## config.mk

```make
export PLATFORM = sky130hd
export DESIGN_NAME = issue_stage
export DESIGN_NICKNAME = d
export VERILOG_FILES = /design/src/rtl/issue_stage.sv
export SDC_FILE = /design/constraint.sdc
export NUM_CORES = 1
export LEC_CHECK = 0
export CAP_MARGIN = 20
export CORE_MARGIN = 2
export CORE_UTILIZATION = 45
export DETAILED_ROUTE_END_ITERATION = 6
export PLACE_DENSITY = 0.81
export SLEW_MARGIN = 10
export SYNTH_ARGS = -nofsm -noshare
export SYNTH_HDL_FRONTEND = slang
export SYNTH_SLANG_ARGS = --single-unit
```

## constraint.sdc

```tcl
create_clock -name clk -period 3.2 [get_ports clk]
set_input_delay 0.32 -clock clk [delete_from_list [all_inputs] [get_ports clk]]
set_output_delay 0.32 -clock clk [all_outputs]
set_load 0.01 [all_outputs]
```

## src/rtl/issue_stage.sv

```systemverilog
// issue_stage: read end of the instruction queue. Pops one entry per cycle when
// it is free of RAW/WAW hazards against a 32-entry register scoreboard, expands
// the packed immediate and holds the instruction for the execute units.
//
// Optional feature macro: ISSUE_PERF_EN (issued/stall performance counters).
//
// queue_item_t layout (50 bits, MSB first):
//   [49:44] uopcode    [43:42] exu_type   [41] has_rd  [40] has_rs1  [39] has_rs2
//   [38:34] rd         [33:29] rs1        [28:24] rs2  [23:4] packed_imm
//   [3:2]   imm_type   [1]     taken      [0] shadowed
// exu_type: 0=ALU 1=MUL 2=JMP 3=MEM.  imm_type: 0=I/S 1=B 2=U 3=J.
//
// Handshake: an instruction transfers to execute unit iss_exu_type_o in any
// cycle where iss_valid_o and exu_ready_i[iss_exu_type_o] are both high; while
// iss_valid_o is high and no transfer happens every iss_* field holds still.
// The queue side is a pop strobe: q_pop_o consumes the head in that same cycle.
module issue_stage #(
    parameter int NUM_EXU = 4,
    parameter int CNT_W   = 32
) (
    input  logic               clk,
    input  logic               rst,
    input  logic [49:0]        q_item_i,
    input  logic               q_empty_i,
    output logic               q_pop_o,
    input  logic               flush_i,
    input  logic               wb_valid_i,
    input  logic [4:0]         wb_rd_i,
    input  logic [NUM_EXU-1:0] exu_ready_i,
    output logic               iss_valid_o,
    output logic [5:0]         iss_uopcode_o,
    output logic [1:0]         iss_exu_type_o,
    output logic               iss_has_rd_o,
    output logic               iss_has_rs1_o,
    output logic               iss_has_rs2_o,
    output logic [4:0]         iss_rd_o,
    output logic [4:0]         iss_rs1_o,
    output logic [4:0]         iss_rs2_o,
    output logic [31:0]        iss_imm_o,
    output logic               iss_taken_o,
    output logic               iss_shadowed_o,
    output logic [31:0]        sb_o,
    output logic [CNT_W-1:0]   issued_cnt_o,
    output logic [CNT_W-1:0]   stall_cnt_o
);

    typedef enum logic {
        S_EMPTY = 1'b0,
        S_FULL  = 1'b1
    } state_t;

    localparam logic [1:0] IMM_I = 2'd0;
    localparam logic [1:0] IMM_B = 2'd1;
    localparam logic [1:0] IMM_U = 2'd2;

    state_t      state_q, state_d;
    logic [31:0] sb_q, sb_d, sb_eff;
    logic        accept, hazard, held_rd_live;
    logic [31:0] head_imm;

    // Queue head fields
    logic [5:0]  h_uop;
    logic [1:0]  h_exu;
    logic        h_has_rd, h_has_rs1, h_has_rs2;
    logic [4:0]  h_rd, h_rs1, h_rs2;
    logic [19:0] h_pimm;
    logic [1:0]  h_ity;
    logic        h_taken, h_shadowed;

    assign h_uop      = q_item_i[49:44];
    assign h_exu      = q_item_i[43:42];
    assign h_has_rd   = q_item_i[41];
    assign h_has_rs1  = q_item_i[40];
    assign h_has_rs2  = q_item_i[39];
    assign h_rd       = q_item_i[38:34];
    assign h_rs1      = q_item_i[33:29];
    assign h_rs2      = q_item_i[28:24];
    assign h_pimm     = q_item_i[23:4];
    assign h_ity      = q_item_i[3:2];
    assign h_taken    = q_item_i[1];
    assign h_shadowed = q_item_i[0];

    // The output register is the FSM: FULL means an instruction is held.
    assign iss_valid_o = (state_q == S_FULL);
    assign accept      = iss_valid_o & exu_ready_i[iss_exu_type_o];
    assign sb_o        = sb_q;

    // Scoreboard as seen by the head: a writeback this cycle already counts.
    always_comb begin
        sb_eff = sb_q;
        if (wb_valid_i) sb_eff[wb_rd_i] = 1'b0;
    end

    // The held instruction has not reached sb yet, so its rd is checked directly.
    assign held_rd_live = iss_valid_o & iss_has_rd_o & (iss_rd_o != 5'd0);

    // Hazard detection for the queue head
    always_comb begin
        hazard = 1'b0;
        if (h_has_rs1 && h_rs1 != 5'd0 && sb_eff[h_rs1]) hazard = 1'b1;
        if (h_has_rs2 && h_rs2 != 5'd0 && sb_eff[h_rs2]) hazard = 1'b1;
        if (h_has_rd  && h_rd  != 5'd0 && sb_eff[h_rd])  hazard = 1'b1;
        if (held_rd_live && ((h_has_rd  && h_rd  == iss_rd_o) ||
                             (h_has_rs1 && h_rs1 == iss_rd_o) ||
                             (h_has_rs2 && h_rs2 == iss_rd_o)))
            hazard = 1'b1;
    end

    // Pop when the head is clean and the output register is free or draining
    always_comb begin
        q_pop_o = 1'b0;
        if (!rst && !q_empty_i && !hazard && !flush_i && (!iss_valid_o || accept))
            q_pop_o = 1'b1;
    end

    // Next state: flush wins, otherwise fill on pop and drain on accept
    always_comb begin
        state_d = state_q;
        if (flush_i) begin
            state_d = S_EMPTY;
        end else begin
            case (state_q)
                S_EMPTY: if (q_pop_o) state_d = S_FULL;
                S_FULL:  if (accept && !q_pop_o) state_d = S_EMPTY;
                default: state_d = S_EMPTY;
            endcase
        end
    end

    // State register
    always_ff @(posedge clk) begin
        if (rst) state_q <= S_EMPTY;
        else     state_q <= state_d;
    end

    // Scoreboard next value: clear on writeback, set on accept (set wins), x0 stays 0
    always_comb begin
        sb_d = sb_q;
        if (wb_valid_i) sb_d[wb_rd_i] = 1'b0;
        if (accept && iss_has_rd_o && iss_rd_o != 5'd0) sb_d[iss_rd_o] = 1'b1;
        sb_d[0] = 1'b0;
    end

    // Scoreboard register
    always_ff @(posedge clk) begin
        if (rst) sb_q <= '0;
        else     sb_q <= sb_d;
    end

    // Immediate expansion from the packed queue form
    always_comb begin
        case (h_ity)
            IMM_I:   head_imm = {{20{h_pimm[11]}}, h_pimm[11:0]};
            IMM_B:   head_imm = {{19{h_pimm[11]}}, h_pimm[11:0], 1'b0};
            IMM_U:   head_imm = {h_pimm[19:0], 12'b0};
            default: head_imm = {{11{h_pimm[19]}}, h_pimm[19:0], 1'b0};
        endcase
    end

    // Output register: loads only on pop so fields hold under backpressure
    always_ff @(posedge clk) begin
        if (rst) begin
            iss_uopcode_o  <= '0;
            iss_exu_type_o <= '0;
            iss_has_rd_o   <= 1'b0;
            iss_has_rs1_o  <= 1'b0;
            iss_has_rs2_o  <= 1'b0;
            iss_rd_o       <= '0;
            iss_rs1_o      <= '0;
            iss_rs2_o      <= '0;
            iss_imm_o      <= '0;
            iss_taken_o    <= 1'b0;
            iss_shadowed_o <= 1'b0;
        end else if (q_pop_o) begin
            iss_uopcode_o  <= h_uop;
            iss_exu_type_o <= h_exu;
            iss_has_rd_o   <= h_has_rd;
            iss_has_rs1_o  <= h_has_rs1;
            iss_has_rs2_o  <= h_has_rs2;
            iss_rd_o       <= h_rd;
            iss_rs1_o      <= h_rs1;
            iss_rs2_o      <= h_rs2;
            iss_imm_o      <= head_imm;
            iss_taken_o    <= h_taken;
            iss_shadowed_o <= h_shadowed;
        end
    end

`ifdef ISSUE_PERF_EN
    localparam logic [CNT_W-1:0] CNT_ONE = {{(CNT_W-1){1'b0}}, 1'b1};
    logic [CNT_W-1:0] issued_cnt_q, stall_cnt_q;

    // Performance counters: accepted instructions and head-blocked cycles
    always_ff @(posedge clk) begin
        if (rst) begin
            issued_cnt_q <= '0;
            stall_cnt_q  <= '0;
        end else begin
            if (accept) issued_cnt_q <= issued_cnt_q + CNT_ONE;
            if (!q_empty_i && !flush_i && !q_pop_o) stall_cnt_q <= stall_cnt_q + CNT_ONE;
        end
    end

    assign issued_cnt_o = issued_cnt_q;
    assign stall_cnt_o  = stall_cnt_q;
`else
    assign issued_cnt_o = '0;
    assign stall_cnt_o  = '0;
`endif

endmodule

```

==> changes_impl.md <==
### Physical design

* DRC viols at 0
* Clock share of power at 0.360
* FF-to-FF End: iss_rs2_o[3]$_SDFFE_PP0P_
* Drt pass-1 iters at 5
* Fin crit period at a little over 3 ns
* EDFF count, synth at 0
* Iter 0 DRT Violations at 544
* Non-clock buffer count at ~270
* Max reg flops at 32
* Crit path DRT at roughly 2.9 ns
* YS chip area at roughly 6000 µm²
* Sequential share of cell area at 0.217
* WL/cell at 18.0 µm
* Layout cell share with drive strength beyond 1 at 0.194
* Mean Syn Cell Area at approximately 8.6 µm²
* Fillers at around 1100
* Worst Hold End: iss_imm_o[24]$_SDFFE_PP0P_
* Vias in the first global route at 5693
* Fin nets at approximately 990
* NetSw at between 0.8 and 0.9 mW
* Status: finished, final reports clean
* Detail Placement HPWL at approximately 15000 µm
* Gpl congestion at ~1
* Dominant kind of cell: multi-input combinational cells
* Max incr delay on CP at around 0.36 ns
* Port buffer count at approximately 160
* Via count at around 6000
* Crit path cell chain: dlygate4sd2_1, and2_1, a21boi_0, a221oi_1, nor4_1, and4_1, o311ai_1, buf_4, nand4_4, inv_1, dlygate4sd2_1
* Tot Pwr at just under 3 mW
* WHS Path Cells at 2
* Crit path top cell by count: dlygate4sd2_1
* Post-CTS resize count at 14
* Final setup fails at 0
* Top cells by area: dfxtp_1 (31%), buf_4 (8.2%), mux2i_1 (7.4%), mux2_4 (7.3%), a21oi_1 (4.7%)
* Hold Vio Cnt, Final at 0
* Leakage power total at roughly 3.6 nW
* Seq/Total Area, Yosys at 0.309
* Logic share of the area at 0.432
* IO Count at 222
* Critical Path Start Type: input pin
* FFs w/ async S/R, synth at 0
* Largest area contributor in the netlist: dfxtp_1
* Pwr Density at 342 nW/µm²
* #MultiIn Comb at approximately 550
* Fmax at 327 MHz
* Reg2Reg Setup Slack at 0.36 ns
* Root Driver: clkbuf_16
* Clock net sink count at approximately 92
* Unique cell types at between 60 and 70
* Worst R2R Start: iss_rd_o[4]$_SDFFE_PP0P_
* Fin cells at roughly 1100
* CP Data Arrival Time at about 2.7 ns
* Synthesized flop and latch total at 92
* Syn Inst Count at 697
* Skew final at between 0.01 and 0.015 ns
* Routed WL at between 20000 and 25000 µm
* Clock buf count at 12
* Area share, top type at 0.309
* Post-Place Cells at about 1100
* Top post-synthesis cells by count: dfxtp_1 (92), buf_4 (65), nand2_1 (58), a21oi_1 (56), mux2i_1 (44)
* Comb area at around 3700 µm²
* Area after DPL at ~8200 µm²
==> routing by layer <==
metal | GRT usage | up-vias | routed length [µm]
met2 | 0.462 | 345 | 9560
met4 | 0.101 | 0 | 572
met3 | 0.0728 | 51 | 1880
li1 | - | 2811 | -
met1 | 0.350 | 2796 | 8010
met5 | 0 | - | 0
==> worst max path at each step <==
stage / from / to / slack (ns) / cells after the start
2_1_floorplan: wb_rd_i[2] / q_pop_o / 0.42 / 10
3_3_place_gp: wb_rd_i[2] / q_pop_o / -0.48 / 10
3_5_place_dp: wb_rd_i[2] / q_pop_o / -0.54 / 10
4_1_cts: wb_rd_i[2] / q_pop_o / 0.02 / 10
5_1_grt: q_item_i[31] / q_pop_o / 0.003 / 11
6_report: wb_rd_i[1] / q_pop_o / 0.14 / 11
==> critical path, delay by kind of cell <==
family                 cells  cell delay (ns)
AND/OR/NAND/NOR            4             0.69
AND-OR/OR-AND              3             0.77
buffers and inverters      4             0.95
==> cell usage in the layout (no fill, tap or decap), drive strengths merged, types with 4 or more instances in the layout <==
master,instances
clkdlybuf4s50,147
buf,115
dfxtp,92
conb,65
nand2,58
a21oi,56
mux2i,44
nand2b,42
nor2b,42
mux2,33
nor2,32
o21ai,20
nand3,18
clkbuf,16
a22oi,15
xor2,12
inv,10
nor3,9
o211ai,9
a211oi,8
a21boi,7
nor4,6
o21a,4
a311oi,4
nand3b,4
a221oi,4
nor3b,4
a2111oi,4
==> kinds of logic (layout without fill, tap and decap cells) <==
kind of cell	after synthesis	after routing	share of synthesized area
buffers and inverters	121	294	0.123
AOI/OAI and AO/OA	150	150	0.166
muxes	78	78	0.158
and+or+nand+nor	240	240	0.222
xor gates and xnor gates	15	15	0.0220
other	1	65	0.000629
DFF	92	92	0.309
pdn.png
(4 px per µm) Pins as bars on the die edge.
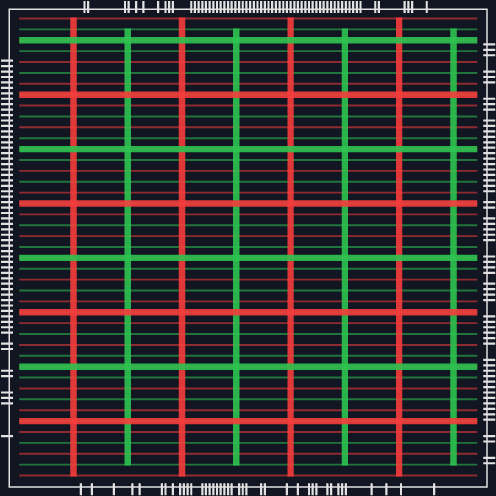
| net | color |
|---|---|
| VDD | green |
| VSS | red |
rows: 42
signal pins: 222
met1 rails: 43
Chip Height: 119 µm
placeable core area: 13100 µm²
Peak supply drop: 227 µV
die width: 119 µm

density.png
(2 px per µm) The die is cut into 12 by 12 equal tiles; white is low, dark blue is high, 0 to 100% covered.
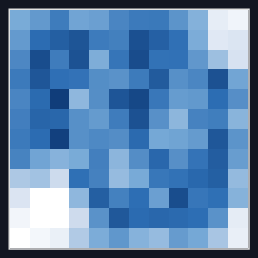
tiles over 75% full: 23%
nearly empty tiles: 3.5%
fullest tile: 95%
mean over tiles: 58%
emptiest ninth of the die: south-west
Starting Density: 0.456
final core occ: 0.647

Power and IR drop assume default switching activity.
